[src/rtl/bit_select_pkg.sv]
// Shared types and index mapping for the single-bit selector family.
package bit_select_pkg;

  localparam int unsigned BSEL_IDX_W = 9;

  typedef struct packed {
    logic bit_v;
    logic err;
  } bsel_result_t;

  typedef struct packed {
    logic                  err;
    logic [BSEL_IDX_W-1:0] idx;
  } bsel_map_t;

  typedef enum logic [1:0] {
    SB_EMPTY,
    SB_ONE,
    SB_FULL
  } skid_state_t;

  // Range check happens before mapping so MSB-first can never wrap below zero.
  function automatic bsel_map_t bsel_map(input logic [BSEL_IDX_W-1:0] sel,
                                         input int unsigned width,
                                         input logic msb_first);
    bsel_map_t   r;
    logic [31:0] sel32;
    sel32 = {23'b0, sel};
    r.err = (sel32 >= width);
    if (r.err)          r.idx = '0;
    else if (msb_first) r.idx = BSEL_IDX_W'(width - 32'd1 - sel32);
    else                r.idx = sel;
    return r;
  endfunction

endpackage

[src/rtl/bit_select_pipe_if.sv]
// Request/result handshake bundle for bit_select_pipe.
interface bit_select_pipe_if #(
  parameter int unsigned WIDTH = 16
);
  localparam int unsigned SEL_W = $clog2(WIDTH);

  logic             in_valid;
  logic             in_ready;
  logic [SEL_W-1:0] in_sel;
  logic [WIDTH-1:0] in_vec;
  logic             out_valid;
  logic             out_ready;
  logic             out_bit;
  logic             out_err;

  modport master (
    output in_valid, in_sel, in_vec, out_ready,
    input  in_ready, out_valid, out_bit, out_err
  );

  modport slave (
    input  in_valid, in_sel, in_vec, out_ready,
    output in_ready, out_valid, out_bit, out_err
  );
endinterface

[src/rtl/skid_buffer.sv]
// Two-entry output/skid register pair; in_ready is registered and never
// depends combinationally on out_ready.
module skid_buffer
  import bit_select_pkg::*;
#(
  parameter int unsigned DW = 2
) (
  input  logic          clk,
  input  logic          reset,
  input  logic          in_valid_i,
  output logic          in_ready_o,
  input  logic [DW-1:0] in_data_i,
  output logic          out_valid_o,
  input  logic          out_ready_i,
  output logic [DW-1:0] out_data_o
);

  skid_state_t   state_q;
  logic [DW-1:0] out_q;
  logic [DW-1:0] skid_q;
  logic          out_valid_q;
  logic          in_ready_q;
  logic          accept;
  logic          drain;

  assign accept = in_valid_i && in_ready_q;
  assign drain  = out_valid_q && out_ready_i;

  always_ff @(posedge clk) begin
    if (reset) begin
      state_q     <= SB_EMPTY;
      out_q       <= '0;
      skid_q      <= '0;
      out_valid_q <= 1'b0;
      in_ready_q  <= 1'b1;
    end else begin
      case (state_q)
        SB_EMPTY: begin
          if (accept) begin
            out_q       <= in_data_i;
            out_valid_q <= 1'b1;
            state_q     <= SB_ONE;
          end
        end
        SB_ONE: begin
          if (accept && drain) begin
            out_q <= in_data_i;
          end else if (accept) begin
            skid_q     <= in_data_i;
            in_ready_q <= 1'b0;
            state_q    <= SB_FULL;
          end else if (drain) begin
            out_valid_q <= 1'b0;
            state_q     <= SB_EMPTY;
          end
        end
        SB_FULL: begin
          if (drain) begin
            out_q      <= skid_q;
            in_ready_q <= 1'b1;
            state_q    <= SB_ONE;
          end
        end
        default: begin
          out_valid_q <= 1'b0;
          in_ready_q  <= 1'b1;
          state_q     <= SB_EMPTY;
        end
      endcase
    end
  end

  assign in_ready_o  = in_ready_q;
  assign out_valid_o = out_valid_q;
  assign out_data_o  = out_q;

endmodule

[src/rtl/bit_select_pipe.sv]
// Pipelined single-bit selector: combinational index mapping and range check
// at the input, result registered in a 2-entry skid buffer.
module bit_select_pipe
  import bit_select_pkg::*;
#(
  parameter  int unsigned WIDTH     = 16,
  parameter  bit          MSB_FIRST = 1'b1,
  localparam int unsigned SEL_W     = $clog2(WIDTH)
) (
  input logic              clk,
  input logic              reset,
  bit_select_pipe_if.slave bus
);

  bsel_map_t    sel_map;
  bsel_result_t res_d;
  bsel_result_t res_q;

  // One-hot mask select avoids an index narrower than the mapped value.
  always_comb begin
    sel_map   = bsel_map({{(BSEL_IDX_W-SEL_W){1'b0}}, bus.in_sel}, WIDTH, MSB_FIRST);
    res_d     = '0;
    res_d.err = sel_map.err;
    if (!sel_map.err) begin
      res_d.bit_v = |(bus.in_vec & (WIDTH'(1) << sel_map.idx));
    end
  end

  skid_buffer #(
    .DW($bits(bsel_result_t))
  ) u_skid (
    .clk        (clk),
    .reset      (reset),
    .in_valid_i (bus.in_valid),
    .in_ready_o (bus.in_ready),
    .in_data_i  (res_d),
    .out_valid_o(bus.out_valid),
    .out_ready_i(bus.out_ready),
    .out_data_o (res_q)
  );

  assign bus.out_bit = res_q.bit_v;
  assign bus.out_err = res_q.err;

endmodule

[src/flat_wrapper.sv]
// flat-port wrapper written by rule: the top's interface ports become plain ports
module bit_select_pipe_flat import bit_select_pkg::*;
#(
  parameter  int unsigned WIDTH     = 16,
  parameter  bit          MSB_FIRST = 1'b1,
  localparam int unsigned SEL_W     = $clog2(WIDTH)
)
  (clk, reset, bus_in_valid, bus_in_sel, bus_in_vec, bus_out_ready, bus_in_ready, bus_out_valid, bus_out_bit, bus_out_err);
  bit_select_pipe_if #(.WIDTH(WIDTH)) bus_i ();
  input logic clk;
  input logic reset;
  input wire logic [$bits(bus_i.in_valid)-1:0] bus_in_valid;
  input wire logic [$bits(bus_i.in_sel)-1:0] bus_in_sel;
  input wire logic [$bits(bus_i.in_vec)-1:0] bus_in_vec;
  input wire logic [$bits(bus_i.out_ready)-1:0] bus_out_ready;
  output wire logic [$bits(bus_i.in_ready)-1:0] bus_in_ready;
  output wire logic [$bits(bus_i.out_valid)-1:0] bus_out_valid;
  output wire logic [$bits(bus_i.out_bit)-1:0] bus_out_bit;
  output wire logic [$bits(bus_i.out_err)-1:0] bus_out_err;
  assign bus_i.in_valid = bus_in_valid;
  assign bus_i.in_sel = bus_in_sel;
  assign bus_i.in_vec = bus_in_vec;
  assign bus_i.out_ready = bus_out_ready;
  assign bus_in_ready = bus_i.in_ready;
  assign bus_out_valid = bus_i.out_valid;
  assign bus_out_bit = bus_i.out_bit;
  assign bus_out_err = bus_i.out_err;
  bit_select_pipe #(.WIDTH(WIDTH), .MSB_FIRST(MSB_FIRST)) u_core (.clk(clk), .reset(reset), .bus(bus_i));
endmodule
[config.mk]
export PLATFORM = sky130hd
export DESIGN_NAME = bit_select_pipe_flat
export DESIGN_NICKNAME = d
export VERILOG_FILES = /design/src/rtl/bit_select_pkg.sv /design/src/rtl/bit_select_pipe_if.sv /design/src/rtl/skid_buffer.sv /design/src/rtl/bit_select_pipe.sv /design/src/flat_wrapper.sv
export SDC_FILE = /design/constraint.sdc
export NUM_CORES = 1
export LEC_CHECK = 0
export CORE_AREA = 8 8 45 47
export CTS_CLUSTER_SIZE = 12
export DETAILED_ROUTE_END_ITERATION = 6
export DIE_AREA = 0 0 53 55
export DONT_BUFFER_PORTS = 1
export GPL_ROUTABILITY_DRIVEN = 0
export PLACE_DENSITY = 0.61
export SYNTH_ARGS = -nofsm -noshare
export SYNTH_HDL_FRONTEND = slang
export SYNTH_SLANG_ARGS = --single-unit
[constraint.sdc]
create_clock -name clk -period 1.8 [get_ports clk]
set_input_delay 0.54 -clock clk [delete_from_list [all_inputs] [get_ports clk]]
set_output_delay 0.54 -clock clk [all_outputs]
set_load 0.005 [all_outputs]
**Pin placement**

Pins as bars across the die edge, other pins in gray.
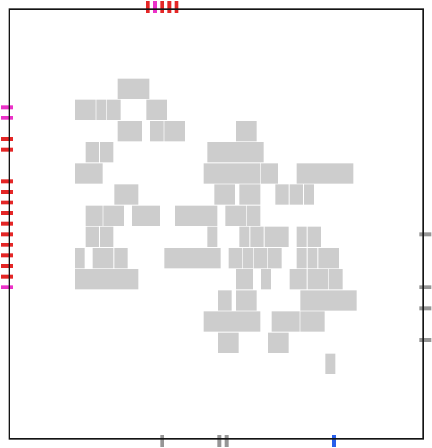
| port | color | pins | direction | edge |
|---|---|---|---|---|
| bus_in_vec | red | 16 | input | 12 left, 4 top |
| bus_in_sel | magenta | 4 | input | 3 left, 1 top |
| bus_out_err | blue | 1 | output | bottom |
all pins by edge: 15 left, 5 top, 4 right, 4 bottom

**Placement by cell class**

Fill, decap, tap and diode cells in gray.
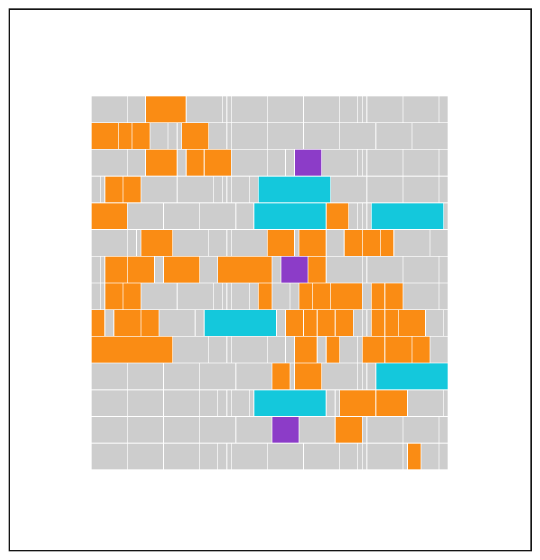
| class | color | cells |
|---|---|---|
| remaining logic cells | orange | 53 |
| clock-net drivers | purple | 3 |
| registers | cyan | 6 |

**Placed standard cells**

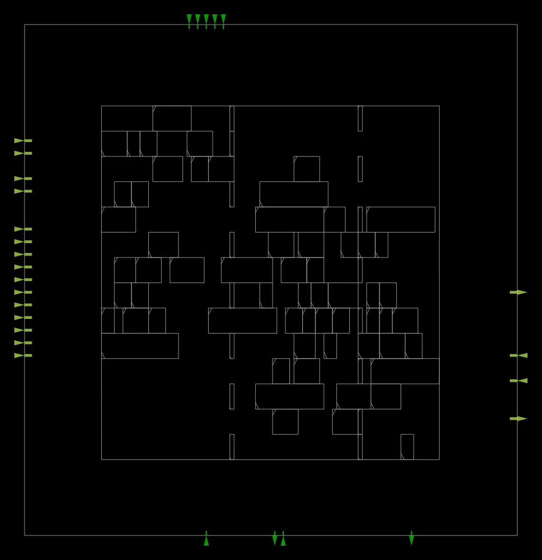
number of well-tap cells placed: 16
fillers: 145

-- per-stage QoR --
step	power [mW]	instance area, sq um	setup slack, ns
finish	0.382	510	0.344
global route	0.415	510	0.226
CTS	0.388	510	0.353
detailed placement	0.259	488	0.227
global placement	0.257	488	0.254
floorplan	0.255	499	0.133
-- state kept, by name, indices dropped and copies added (netlist names) --
register                   cells
u_core.u_skid.in_ready_o       1
u_core.u_skid.out_data_o       1
u_core.u_skid.out_valid_o      1
u_core.u_skid.skid_q           1
u_core.u_skid.state_q          2
-- final cells by class --
type / count / area share
multi-input combinational: 51 / 0.667
sequential: 6 / 0.235
clock buffer: 3 / 0.0441
tap: 16 / 0.0392
inverter: 2 / 0.0147
==> flow_summary_export.csv <==
group,metric,value,unit
outcome,status,"complete, no violations",
synthesis,ys_dominant_reg_cell,"sky130_fd_sc_hd__dfxtp_1",
clock_tree,clock_sink_count,6,
detailed_routing,num_vias,474,
pwr,power_per_cell_area,749,nW/um^2
pwr,netSwitchingPower,0.114,mW
timing,totalNegativeSetupSlack,0,ns
clock_tree,clk_pin_slew_worst_paths,0.05,ns
global_routing,wire_length_of_the_first_global_routing_pass,2020,um
synthesis,yosys_cells,64,
timing,holdWs,0.353,ns
synthesis,synth_flops,6,
layout,dominant_logic_cell_type_in_the_layout,"sky130_fd_sc_hd__a21oi_1",
critical_path,cp-endpoint,"u_core.u_skid.out_data_o[1]",
global_routing,grt_use_met1,0.0920,
global_routing,busiest_layer,"met2",
synthesis,ys_top_cells_by_area,"sky130_fd_sc_hd__dfxtp_1, sky130_fd_sc_hd__nand3b_1, sky130_fd_sc_hd__a21oi_1",
synthesis,seq_area_frac_synth,0.241,
run,max_cap_viol_count,0,
detailed_routing,drt-total-wl,1270,um
synthesis,fraction_of_registers_with_async_set_or_reset_after_synthesis,0,
worst_hold_path,hold_path_startpoint,"reset",
layout,mostFrequentLayoutCells,"sky130_fd_sc_hd__a21oi_1, sky130_fd_sc_hd__nand2_1, sky130_fd_sc_hd__dfxtp_1, sky130_fd_sc_hd__nand3_1, sky130_fd_sc_hd__nand3b_1",
critical_path,worstReg2RegStart,"u_core.u_skid.state_q[1]",
layout,multiInputGateArea,340,sq um
clock_tree,post_cts_buffers,0,
detailed_routing,routedLengthMet1,477,um
timing,finalHoldViolCount,0,
timing,period_used_share,0.809,
synthesis,synth.cellmix.xorXnorShare,0,
run,stage_log_warnings,26,
clock_tree,cts.repair.resized,0,
pwr,pg_seq,0.171,mW
synthesis,synthesis.area,499,sq um
critical_path,ff2ff_path_depth,5,
layout,utilization,0.369,
layout,area_delta_synth_final,2.26,%
critical_path,critical_path.cell_chain,"and3b_1 > a31oi_1 > nor2_1 > a311oi_1 > a2111oi_2",
pwr,leakage,0.180,nW
pwr,power_top_consumer,"registers",
critical_path,crit_buf_inv,0,
synthesis,synthAdderAreaFrac,0,
detailed_routing,antenna_left,0,
timing,setup_viol,0,
synthesis,synthesis.area_per_instance,7.80,sq um
critical_path,worst-r2r-setup-slack,0.34,ns
global_routing,grt_start_max_net_pins,11,
layout,final_layout_size_suffix_gt1_frac,0.0968,
critical_path,critical-path-top-delay-family,"AND-OR/OR-AND gates",
clock_tree,clock_insertion_delay_worst_skew,0.25,ns
synthesis,ys_top_cells_by_count,"sky130_fd_sc_hd__a21oi_1, sky130_fd_sc_hd__dfxtp_1, sky130_fd_sc_hd__nand2_1, sky130_fd_sc_hd__nand3_1, sky130_fd_sc_hd__nand3b_1",
detailed_routing,route.detailed.wl_per_inst,16.2,um
layout,stdcell_count,78,
pwr,seq_power_share,0.446,
detailed_routing,drt_pre_antenna_iters,4,
synthesis,yosys_warnings,0,
pwr,cell_internal_pwr,0.269,mW
clock_tree,clock_tree.buffer_depth,2,
clock_tree,clock_tree.root_cell,"sky130_fd_sc_hd__clkbuf_4",
synthesis,post_synth_ao_oa_area_fraction,0.281,
critical_path,path_max_fanout,6,
critical_path,critical_path_required,1.91,ns
clock_tree,cts_tree,"built",
timing,setup_repair_after_global_routing_missed_its_margin,"false",
synthesis,post_synth_top_area_share,0.241,
timing,setup_clock_skew_after_layout,0.00515,ns
synthesis,synth.net_count,88,
detailed_routing,met2_length,576,um
synthesis,post_synth_and_or_nand_nor_area_fraction,0.266,
No activity file was given, so power comes from the tool's default toggle rates.
